`src/rtl/ct_pkg.sv`:
```
// ---------------------------------------------------------------------------
// ct_pkg
// Shared definitions for the ciphertext memory (ct_mem) and the logic that
// reads it on behalf of the crack cores.
//   CT_AW / CT_DW : ct_mem address / data width
//   CT_RD_LAT     : ct_mem read latency (address presented -> data valid)
//   ct_addr_t     : ct_mem address type
//   ct_byte_t     : one ciphertext byte
// ---------------------------------------------------------------------------
package ct_pkg;

   localparam int CT_AW     = 8;
   localparam int CT_DW     = 8;
   localparam int CT_RD_LAT = 1;

   typedef logic [CT_AW-1:0] ct_addr_t;
   typedef logic [CT_DW-1:0] ct_byte_t;

endpackage

```
`src/rtl/ct_read_arbiter_rr_pick.sv`:
```
// ---------------------------------------------------------------------------
// rr_pick
// Round-robin priority picker: returns the first asserted request found by
// searching upward from i_ptr with wrap-around modulo NREQ.
// Ports:
//   i_req  : per-requester request vector
//   i_ptr  : index with highest priority this cycle (must be < NREQ)
//   o_gnt  : one-hot winner (all zero when no request)
//   o_idx  : encoded index of the winner (0 when no request)
//   o_any  : at least one request present
// ---------------------------------------------------------------------------
module rr_pick #(
   parameter int NREQ = 2,
   parameter int IW   = (NREQ > 1) ? $clog2(NREQ) : 1
) (
   input  logic [NREQ-1:0] i_req,
   input  logic [IW-1:0]   i_ptr,
   output logic [NREQ-1:0] o_gnt,
   output logic [IW-1:0]   o_idx,
   output logic            o_any
);

   int w_j;

   always_comb begin
      o_gnt = '0;
      o_idx = '0;
      o_any = 1'b0;
      w_j   = 0;
      for (int k = 0; k < NREQ; k++) begin
         // i_ptr < NREQ, so a single subtraction is enough to wrap
         w_j = int'(i_ptr) + k;
         if (w_j >= NREQ) w_j = w_j - NREQ;
         if (!o_any && i_req[w_j]) begin
            o_any      = 1'b1;
            o_gnt[w_j] = 1'b1;
            o_idx      = IW'(w_j);
         end
      end
   end

endmodule

```
`src/rtl/ct_read_arbiter.sv`:
```
// ---------------------------------------------------------------------------
// ct_read_arbiter
// Shares the single-port ciphertext memory between NREQ crack cores. One
// byte read is granted per cycle (round-robin, with optional burst lock),
// the granted address goes to ct_mem in the same cycle, and the returned
// byte is handed back with a per-core valid pulse RD_LAT cycles later.
// Ports:
//   clk, rst   : clock, synchronous active-high reset
//   req        : per-core read request (level, held until granted)
//   lock       : per-core burst lock, honoured only at grant time
//   req_addr   : per-core address, slice i belongs to core i
//   gnt        : one-hot grant (combinational)
//   rvalid     : one-hot return pulse, rdata valid for that core
//   rdata      : returned byte, broadcast to all cores
//   ct_addr    : ct_mem address (holds last value when idle)
//   ct_wrdata  : ct_mem write data, tied to 0
//   ct_wren    : ct_mem write enable, tied to 0
//   ct_rddata  : ct_mem read data
//   busy       : any request pending or any read in flight
// ---------------------------------------------------------------------------
module ct_read_arbiter
   import ct_pkg::*;
#(
   parameter int NREQ   = 2,
   parameter int RD_LAT = CT_RD_LAT,
   parameter int AW     = CT_AW
) (
   input  logic               clk,
   input  logic               rst,
   input  logic [NREQ-1:0]    req,
   input  logic [NREQ-1:0]    lock,
   input  logic [NREQ*AW-1:0] req_addr,
   output logic [NREQ-1:0]    gnt,
   output logic [NREQ-1:0]    rvalid,
   output ct_byte_t           rdata,
   output logic [AW-1:0]      ct_addr,
   output ct_byte_t           ct_wrdata,
   output logic               ct_wren,
   input  ct_byte_t           ct_rddata,
   output logic               busy
);

   localparam int IW = (NREQ > 1) ? $clog2(NREQ) : 1;

   logic [IW-1:0]   r_rr_ptr;
   logic            r_own_vld;
   logic [IW-1:0]   r_own_idx;
   logic [AW-1:0]   r_last_addr;
   // One-hot requester id per pipeline stage; all-zero marks a bubble
   logic [NREQ-1:0] r_id_p [RD_LAT];

   logic [NREQ-1:0] w_pick_gnt;
   logic [IW-1:0]   w_pick_idx;
   logic            w_pick_any;
   logic            w_own_hit;
   logic [NREQ-1:0] w_gnt;
   logic [IW-1:0]   w_idx;
   logic            w_any;
   logic [AW-1:0]   w_sel_addr;
   logic [IW-1:0]   w_next_ptr;
   logic            w_pipe_busy;

   rr_pick #(
      .NREQ (NREQ),
      .IW   (IW)
   ) u_rr_pick (
      .i_req (req),
      .i_ptr (r_rr_ptr),
      .o_gnt (w_pick_gnt),
      .o_idx (w_pick_idx),
      .o_any (w_pick_any)
   );

   // A lock owner that dropped req loses the grant immediately and the
   // round-robin picker decides within the same cycle.
   assign w_own_hit = r_own_vld & req[r_own_idx];

   always_comb begin
      w_gnt = '0;
      w_idx = '0;
      w_any = 1'b0;
      if (!rst) begin
         if (w_own_hit) begin
            w_gnt[r_own_idx] = 1'b1;
            w_idx            = r_own_idx;
            w_any            = 1'b1;
         end else begin
            w_gnt = w_pick_gnt;
            w_idx = w_pick_idx;
            w_any = w_pick_any;
         end
      end
   end

   assign w_sel_addr = req_addr[int'(w_idx)*AW +: AW];
   assign w_next_ptr = (w_idx == IW'(NREQ-1)) ? '0 : w_idx + IW'(1);

   always_comb begin
      w_pipe_busy = 1'b0;
      for (int k = 0; k < RD_LAT; k++) begin
         w_pipe_busy = w_pipe_busy | (|r_id_p[k]);
      end
   end

   always_ff @(posedge clk) begin
      if (rst) begin
         r_rr_ptr    <= '0;
         r_own_vld   <= 1'b0;
         r_own_idx   <= '0;
         r_last_addr <= '0;
         for (int k = 0; k < RD_LAT; k++) begin
            r_id_p[k] <= '0;
         end
      end else begin
         if (w_any) begin
            r_rr_ptr    <= w_next_ptr;
            r_last_addr <= w_sel_addr;
         end
         // Lock is sampled only for the core that wins this cycle
         r_own_vld <= w_any & lock[w_idx];
         r_own_idx <= w_idx;
         // --- stage p0: grant issued, address at ct_mem ---
         r_id_p[0] <= w_gnt;
         // --- stages p1..: follow ct_mem read latency ---
         for (int k = 1; k < RD_LAT; k++) begin
            r_id_p[k] <= r_id_p[k-1];
         end
      end
   end

   // --- return stage: last pipeline entry lines up with ct_rddata ---
   assign rvalid    = r_id_p[RD_LAT-1];
   assign rdata     = (|r_id_p[RD_LAT-1]) ? ct_rddata : '0;

   assign gnt       = w_gnt;
   assign ct_addr   = w_any ? w_sel_addr : r_last_addr;
   assign ct_wrdata = '0;
   assign ct_wren   = 1'b0;
   assign busy      = (|req) | w_pipe_busy;

endmodule

```
`config.mk`:
```
export PLATFORM = sky130hd
export DESIGN_NAME = ct_read_arbiter
export DESIGN_NICKNAME = d
export VERILOG_FILES = /design/src/rtl/ct_pkg.sv /design/src/rtl/ct_read_arbiter_rr_pick.sv /design/src/rtl/ct_read_arbiter.sv
export SDC_FILE = /design/constraint.sdc
export NUM_CORES = 1
export LEC_CHECK = 0
export CORE_MARGIN = 10
export CORE_UTILIZATION = 37
export CTS_CLUSTER_DIAMETER = 30
export DETAILED_ROUTE_END_ITERATION = 16
export PLACE_DENSITY = 0.81
export SLEW_MARGIN = 20
export SYNTH_ARGS = -nofsm -noshare
export SYNTH_HDL_FRONTEND = slang
export SYNTH_SLANG_ARGS = --single-unit
```
`constraint.sdc`:
```
create_clock -name clk -period 1.9 [get_ports clk]
set_input_delay 0.475 -clock clk [delete_from_list [all_inputs] [get_ports clk]]
set_output_delay 0.475 -clock clk [all_outputs]
set_load 0.1 [all_outputs]
```
==> run_1/clocks.png <==
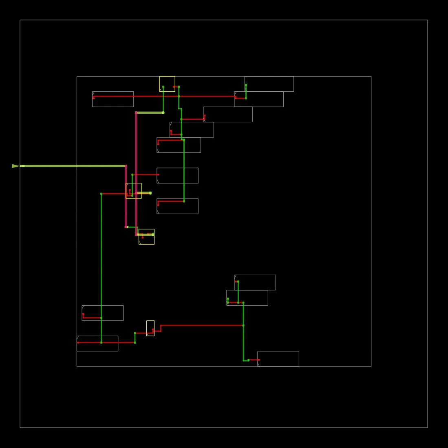
clock group power: 0.196 mW
clkbuf count: 4
Clock Skews: 0.0116 ns

==> run_1/logic_types.png <==
Scale: 4 px per um.
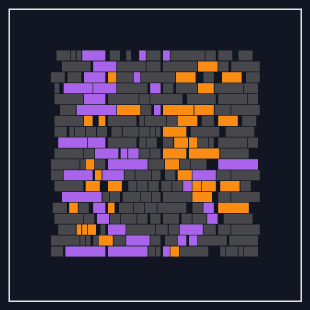
- orange: nor cells (cells 35; most used nor2b_4)
- purple: aoi and oai cells (cells 36; most used a21oi_1)
Cell Count, Final, Fillers Out: 243
Top cell excl fill/tap: buf_4
combinational share of cell area: 42.8%

==> run_1/power_grid.png <==
Scale: 4 px per um. Pins as bars on the die edge.
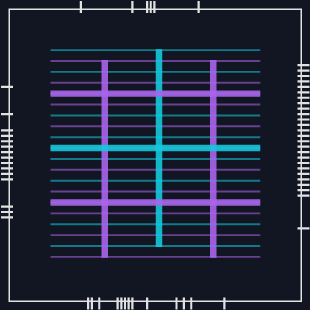
- cyan: VDD
- purple: VSS
- rows: 19
- met5 straps: 3
- met1 rails: 20
chip width: 72.6 um
core area: 2710 um2
IR drop worst, VDD: 602 uV

==> reports/qor.txt, run 1 <==
Status: finished, violations left
Violated checks: negative setup slack
RSZ-0062 raised after global routing: yes
Critical-path maximum fanout: 3
Pint: 0.777 mW
Family with the most delay on the worst path: buffers and inverters
Max cap viols: 0
Grt ovf: 0
Critical path class: input pin to output pin
DR WL met2: 3.14 mm
Initial drt markers: 123
Mux area share: 3.67%
Final hold vios: 0
Dpl ws: -0.706 ns
Site row count: 19
Met2 Use GR: 37.3%
Setup TNS: -2.28 ns
Clk root buf: clkbuf_4
Met3 usage: 7.35%
Post-Syn Area: 1020 um2
Hold WC Path Type: input pin to flip-flop
Switching Fraction: 50.1%
Reg2Reg Depth: 6
Synth cell types: 30
Die Size: 5270 um2
Leading cell kind: multi-input combinational cells
WP buf/inv: 2
MI comb cells: 95
# diodes: 0
# IOs: 60
Post-DP HPWL: 3.64 mm
Inverters: 5
H-tree levels: 1
Cts repair resizes: 56
Worst-path clk slew: 0.10 ns
Antenna violations before repair: 0
Min setup slack post-route: -0.282 ns
Synth top area cells: dfxtp_1 (25%), buf_4 (8.1%), o32ai_1 (7.7%), a2111oi_2 (7.3%), nor2b_1 (6.7%)
First-pass DRT Iterations: 4
Flops: 13
Synth warn: 0
Largest registers: r_last_addr (8), r_id_p (2)
Post-route cell area: 2480 um2
Layout Utilization: 91.6%
Clock latency on the worst-skew pair: 0.30 ns
N_taps: 31
Slowest CP cell: clkdlybuf4s50_1
Seq. pwr: 0.318 mW
# placed instances: 231
Post-synth top cells: dfxtp_1 (13), nor3_1 (13), buf_4 (11), nor2b_1 (11), o32ai_1 (9)
Final Critical Period: 2.18 ns
Ys cells: 122
Flop share of the area: 11.0%
Min-Delay Path Depth: 3
GR peak layer: met2
Init Core Util: 37.8%
Post-synth ARST share: 0%
Comb. pwr: 1.04 mW
Plain + repair buffers: 95
Clock Power Share: 12.6%
Pwr top: combinational cells
Switch Pwr: 0.781 mW
DR WL/cell: 25.1 um
Largest net degree at the start of global routing: 14
Final worst-path cycle share: 115%
DRT met1 WL: 2.19 mm
Syn-to-layout area delta: 143%
Critical Path End: ct_addr[6]
Combinational Area: 1060 um2
Post-Synth XOR/XNOR Area: 0%
Seq cells post-synth: 13
Deepest clock path buffer count: 2
Reg2reg setup slack: 0.29 ns
Dominant Register Cell: dfxtp_1
Ratio of cells with drive above 1 in the final layout: 61.3%
Flop pwr share: 20.4%
Hold-fix buffers, CTS: 0
Launching point of the worst reg2reg path: r_own_vld
Routed length on met3: 551 um
Number of enable flip-flop cells: 0
Total CTS buffers: 3
Met1 GRT Util: 18.5%
Ao+oa area frac: 30.9%
Pwr/cell area: 628 nW/um2
Top cell area share: 25.4%
Final Slew Violations: 0
Buffering overhead: 42.7%
Final Wtd Congestion: 0.910
Yosys synthesis chip area: 1020 um2
Nets: 243
Placed Area: 2180 um2
DRT antenna net count: 0
P_leak: 1.01 nW
First-pass GRT wire length: 8.32 mm
Critical path origin: req_addr[6]
Final setup fails: 10
WP data required: 1.42 ns
==> run 1 -> run 2 <==
Settings changed: CTS_CLUSTER_DIAMETER 30 to not set, SKIP_CTS_REPAIR_TIMING set to 1.
==> run_2/logic_types.png <==
Scale: 4 px per um.
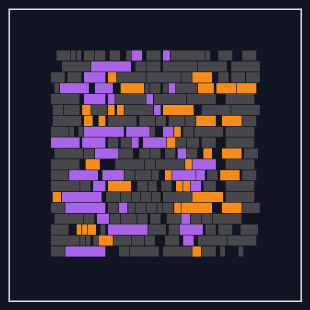
- orange: nor cells (cells 35; most used nor3_1)
- purple: aoi and oai cells (cells 36; most used a21oi_1)
Cell Count, Final, Fillers Out: 239
combinational share of cell area: 41.4%

==> run_2/power_grid.png <==
Scale: 4 px per um. Pins as bars on the die edge.
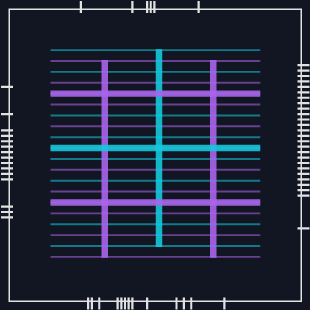
- purple: VSS
- cyan: VDD
- met4 straps: 3
- met5 straps: 3
- met1 rails: 20
IR drop worst, VDD: 577 uV
Die H: 72.6 um

==> run 2 against run 1 <==
Effect of this change:
- the flow still finishes with violations (negative setup slack)
- critical path depth unchanged
- register-to-register slack better by 0.24 ns
- synthesized area unchanged
- wire length down 17%
- first-iteration DRC count decreased by 20%
==> reports/qor.txt, run 2 <==
Post-route cell area: 2420 um2 (was 2480 um2)
Critical path class: input pin to output pin (unchanged)
Final Slew Violations: 0 (unchanged)
CP Capture Type: output pin (unchanged)
FF/Latch Area: 273 um2 (was 274 um2)
Post-synth top cells: dfxtp_1 (13), nor3_1 (13), buf_4 (11), nor2b_1 (11), o32ai_1 (9) (unchanged)
First-pass DRT Iterations: 4 (unchanged)
Final worst-path cycle share: 117% (was 115%)
Post-synth ARST share: 0% (unchanged)
Number of enable flip-flop cells: 0 (unchanged)
Status: finished, violations left (unchanged)
# diodes: 0 (unchanged)
Total CTS buffers: 3 (unchanged)
Antenna violations before repair: 0 (unchanged)
WP data required: 1.42 ns (about the same)
Comb. pwr: 0.995 mW (was 1.04 mW)
Pint: 0.761 mW (was 0.777 mW)
Largest registers: r_last_addr (8), r_id_p (2) (unchanged)
Switch Pwr: 0.735 mW (was 0.781 mW)
P_leak: 1.01 nW (about the same)
Mapped Cells: 122 (unchanged)
RSZ-0062 raised after global routing: yes (unchanged)
MI comb cells: 94 (was 95)
Vias post-DR: 1,368 (was 1,467)
Vias/cell: 5.72 (was 6.04)
Chip width: 72.6 um (unchanged)
Min-Delay Path Depth: 3 (unchanged)
Grt ovf: 0 (unchanged)
Cell taking the most area after synthesis: dfxtp_1 (unchanged)
Seq share, synth: 25.4% (unchanged)
Critical-path maximum fanout: 2 (was 3)
Final setup fails: 10 (unchanged)
Yosys synthesis chip area: 1020 um2 (unchanged)
Launching point of the worst reg2reg path: r_own_vld (unchanged)
Crit-path cells: clkdlybuf4s50_1 -> o22ai_2 -> a2111oi_4 -> buf_12 (was clkdlybuf4s50_1 -> o32ai_2 -> a211oi_4 -> buf_12)
Combinational Area: 1000 um2 (was 1060 um2)
Peak Freq: 449 MHz (was 458 MHz)
Dominant Register Cell: dfxtp_1 (unchanged)
Seq cells post-synth: 13 (unchanged)
Fillcell total: 127 (was 105)
Post-Syn Area: 1020 um2 (unchanged)
Flop pwr share: 21.1% (was 20.4%)
Reg2reg setup slack: 0.53 ns (was 0.29 ns)
WP buf/inv: 2 (unchanged)
Max reg flops: 8 (unchanged)
Buffering overhead: 43.8% (was 42.7%)
Nets: 239 (was 243)
Biggest register: r_last_addr (unchanged)
Top cell area share: 25.4% (unchanged)
DRT met1 WL: 1.74 mm (was 2.19 mm)
Flop share of the area: 11.3% (was 11.0%)
Hold WC Path Type: input pin to flip-flop (unchanged)
Ys cells: 122 (unchanged)
Pwr/cell area: 618 nW/um2 (was 628 nW/um2)
Critical Path End: ct_addr[5] (was ct_addr[6])
Synth top area cells: dfxtp_1 (25%), buf_4 (8.1%), o32ai_1 (7.7%), a2111oi_2 (7.3%), nor2b_1 (6.7%) (unchanged)
Init Core Util: 37.8% (unchanged)
First-pass GRT wire length: 7.00 mm (was 8.32 mm)
Mux area share: 3.67% (unchanged)
Synth cell types: 30 (unchanged)
Hold wc startpoint: rst (unchanged)
Layout Utilization: 89.3% (was 91.6%)
Met1 GRT Util: 15.9% (was 18.5%)
Site row count: 19 (unchanged)
Crit path launch type: input pin (unchanged)
# placed instances: 231 (unchanged)
Syn-to-layout area delta: 137% (was 143%)
H-tree levels: 1 (unchanged)
ClkCell Share: 1.09% (was 1.06%)
WP data arrival: 1.75 ns (was 1.71 ns)
Flops: 13 (unchanged)
Critical path depth in cells: 4 (unchanged)
Tightest hold margin: 0.593 ns (was 0.590 ns)
Violated checks: negative setup slack (unchanged)
Final Critical Period: 2.23 ns (was 2.18 ns)
# IOs: 60 (unchanged)
Clock latency on the worst-skew pair: 0.29 ns (was 0.30 ns)
Synth Area per Inst: 8.39 um2 (unchanged)
GR peak layer: met2 (unchanged)
Met2 Use GR: 30.7% (was 37.3%)
Deepest clock path buffer count: 2 (unchanged)
Ao+oa area frac: 30.9% (unchanged)
Post-Synth XOR/XNOR Area: 0% (unchanged)
Switching Fraction: 49.1% (was 50.1%)
Buffers added on ports: 50 (unchanged)
Clkbuf count: 4 (unchanged)
Top layer in use: met4 (unchanged)
Final hold vios: 0 (unchanged)
DRT antenna net count: 0 (unchanged)
Synth warn: 0 (unchanged)
Top non-seq family: AND-OR/OR-AND gates (unchanged)
N_taps: 31 (unchanged)
Min setup slack post-route: -0.326 ns (was -0.282 ns)
Dpl ws: -0.706 ns (unchanged)
Die Size: 5270 um2 (unchanged)
Pwr Total: 1.50 mW (was 1.56 mW)
Post-DP HPWL: 3.64 mm (unchanged)
Inverters: 5 (unchanged)
Worst reg2reg endpoint: r_last_addr[6] (was r_last_addr[0])
Ratio of cells with drive above 1 in the final layout: 55.3% (was 61.3%)
Routed length on met3: 446 um (was 551 um)
Warning total across the stage logs: 28 (was 29)
Largest net degree at the start of global routing: 15 (was 14)
Top cell excl fill/tap: buf_4 (unchanged)
Final Wtd Congestion: 0.910 (unchanged)
Clk root buf: clkbuf_4 (unchanged)
Initial drt markers: 98 (was 123)
Worst-path clk slew: 0.09 ns (was 0.10 ns)
Placed Area: 2180 um2 (unchanged)
Pwr top: combinational cells (unchanged)
Clock Power Share: 12.3% (was 12.6%)
Worst path max stage delay: 0.55 ns (was 0.58 ns)
Core area: 2710 um2 (unchanged)
Leading cell kind: buffers (was multi-input combinational cells)
Adder share: 0% (unchanged)
Clock group power: 0.185 mW (was 0.196 mW)
Clock Skews: 0.00691 ns (was 0.0116 ns)
Family with the most delay on the worst path: buffers and inverters (unchanged)
DR WL met2: 2.67 mm (was 3.14 mm)
Vias in the first global route: 1,403 (was 1,552)
GRT Total Usage: 16.2% (was 19.9%)
Setup TNS: -2.53 ns (was -2.28 ns)
Clock Sinks: 13 (unchanged)
Slowest CP cell: clkdlybuf4s50_1 (unchanged)
Plain + repair buffers: 92 (was 95)
Max cap viols: 0 (unchanged)
Critical path origin: req_addr[5] (was req_addr[6])
Seq. pwr: 0.316 mW (was 0.318 mW)
Met3 usage: 5.99% (was 7.35%)
DR WL/cell: 21.2 um (was 25.1 um)
Reg2Reg Depth: 5 (was 6)
==> run 2 -> run 3 <==
Settings changed: SLEW_MARGIN 20 to not set.
==> run_3/clk_routes.png <==
Scale: 4 px per um.
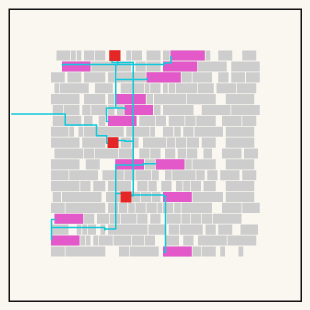
- cyan: clock wires (length 214 um)
- magenta: flip-flops (count 13)
- red: clock drivers (count 3)
- routed clock nets: 4
Clock Skews: 0.00691 ns
clock latency on the worst-skew pair: 0.29 ns
clock group power: 0.185 mW
Clock Power Share: 12.3%

==> run_3/wires.png <==
Scale: 6 px per um.
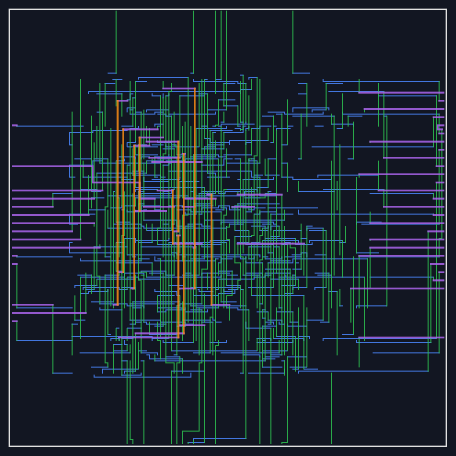
- orange: metal 4 (wire length 216 um)
- purple: metal 3 (wire length 447 um)
- blue: metal 1 (wire length 1,740 um)
- green: metal 2 (wire length 2,680 um)
Total Wirelength: 5.08 mm
DR WL/cell: 21.2 um

==> run 3 against run 2 <==
Effect of this change:
- count of clock-buffer cells in the layout did not move
- critical endpoint unchanged
- global-route usage unchanged
- combinational power about the same
- via count did not move
- the run still ends with negative setup slack left
- sequential share of layout area did not move
==> reports/qor.txt, run 3 <==
Deepest clock path buffer count: 2 (unchanged)
Vias in the first global route: 1,403 (unchanged)
Flops: 13 (unchanged)
Setup TNS: -2.53 ns (unchanged)
Launching point of the worst reg2reg path: r_own_vld (unchanged)
Final Wtd Congestion: 0.910 (unchanged)
Mapped Cells: 122 (unchanged)
Final hold vios: 0 (unchanged)
Final worst-path cycle share: 117% (unchanged)
Status: finished, violations left (unchanged)
Flop share of the area: 11.3% (unchanged)
WP data required: 1.42 ns (about the same)
RSZ-0062 raised after global routing: yes (unchanged)
H-tree levels: 1 (unchanged)
Ratio of cells with drive above 1 in the final layout: 55.3% (unchanged)
Layout Utilization: 89.3% (unchanged)
Nets: 239 (unchanged)
Initial drt markers: 98 (unchanged)
Switching Fraction: 49.1% (unchanged)
Met2 Use GR: 30.7% (unchanged)
WP buf/inv: 2 (unchanged)
Seq share, synth: 25.4% (unchanged)
Post-Synth XOR/XNOR Area: 0% (unchanged)
Die H: 72.6 um (unchanged)
Init Core Util: 37.8% (unchanged)
Flop pwr share: 21.1% (about the same)
Comb. pwr: 0.995 mW (about the same)
Pwr/cell area: 618 nW/um2 (unchanged)
Synth cell types: 30 (unchanged)
Buffering overhead: 43.8% (unchanged)
CP Capture Type: output pin (unchanged)
Post-route cell area: 2420 um2 (unchanged)
Switch Pwr: 0.735 mW (unchanged)
Reg2Reg Depth: 5 (unchanged)
P_leak: 1.01 nW (unchanged)
Seq cells post-synth: 13 (unchanged)
Inverters: 5 (unchanged)
Fillcell total: 127 (unchanged)
Min-Delay Path Depth: 3 (unchanged)
Min setup slack post-route: -0.326 ns (unchanged)
Synth top area cells: dfxtp_1 (25%), buf_4 (8.1%), o32ai_1 (7.7%), a2111oi_2 (7.3%), nor2b_1 (6.7%) (unchanged)
First-pass DRT Iterations: 4 (unchanged)
Core area: 2710 um2 (unchanged)
FF/Latch Area: 273 um2 (unchanged)
Critical path class: input pin to output pin (unchanged)
Synth warn: 0 (unchanged)
Crit-path cells: clkdlybuf4s50_1 -> o22ai_2 -> a2111oi_4 -> buf_12 (unchanged)
Critical path origin: req_addr[5] (unchanged)
Worst-path clk slew: 0.09 ns (about the same)
Combinational share of cell area: 41.4% (unchanged)
Pwr Total: 1.50 mW (unchanged)
# IOs: 60 (unchanged)
Top layer in use: met4 (unchanged)
Warning total across the stage logs: 28 (unchanged)
Hold WC Path Type: input pin to flip-flop (unchanged)
Biggest register: r_last_addr (unchanged)
Critical-path maximum fanout: 2 (unchanged)
Met3 usage: 5.99% (unchanged)
Placed Area: 2180 um2 (unchanged)
Syn-to-layout area delta: 137% (unchanged)
Tightest hold margin: 0.593 ns (unchanged)
Final Slew Violations: 0 (unchanged)
Synth Area per Inst: 8.39 um2 (unchanged)
DRT antenna net count: 0 (unchanged)
Post-synth top cells: dfxtp_1 (13), nor3_1 (13), buf_4 (11), nor2b_1 (11), o32ai_1 (9) (unchanged)
Crit path launch type: input pin (unchanged)
Post-Syn Area: 1020 um2 (unchanged)
Dpl ws: -0.706 ns (unchanged)
Met1 GRT Util: 15.9% (unchanged)
# diodes: 0 (unchanged)
Ys cells: 122 (unchanged)
Adder share: 0% (unchanged)
Largest registers: r_last_addr (8), r_id_p (2) (unchanged)
Antenna violations before repair: 0 (unchanged)
IR drop worst, VDD: 577 uV (unchanged)
Family with the most delay on the worst path: buffers and inverters (unchanged)
Largest net degree at the start of global routing: 15 (unchanged)
Peak Freq: 449 MHz (unchanged)
Dominant Register Cell: dfxtp_1 (unchanged)
Max reg flops: 8 (unchanged)
Plain + repair buffers: 92 (unchanged)
Slowest CP cell: clkdlybuf4s50_1 (unchanged)
Clk root buf: clkbuf_4 (unchanged)
Total CTS buffers: 3 (unchanged)
First-pass GRT wire length: 7.00 mm (unchanged)
Cell Count, Final, Fillers Out: 239 (unchanged)
Worst reg2reg endpoint: r_last_addr[6] (unchanged)
Worst path max stage delay: 0.55 ns (about the same)
Buffers added on ports: 50 (unchanged)
Ao+oa area frac: 30.9% (unchanged)
Final setup fails: 10 (unchanged)
Combinational Area: 1000 um2 (unchanged)
Hold wc startpoint: rst (unchanged)
Reg2reg setup slack: 0.53 ns (about the same)
Routed length on met3: 446 um (unchanged)
Violated checks: negative setup slack (unchanged)
Top cell excl fill/tap: buf_4 (unchanged)
Critical path depth in cells: 4 (unchanged)
Pwr top: combinational cells (unchanged)
Die Size: 5270 um2 (unchanged)
Top cell area share: 25.4% (unchanged)
Yosys synthesis chip area: 1020 um2 (unchanged)
Final Critical Period: 2.23 ns (unchanged)
WP data arrival: 1.75 ns (about the same)
DRT met1 WL: 1.74 mm (unchanged)
Post-DP HPWL: 3.64 mm (unchanged)
MI comb cells: 94 (unchanged)
Critical Path End: ct_addr[5] (unchanged)
No activity file was given, so power comes from the tool's default toggle rates.
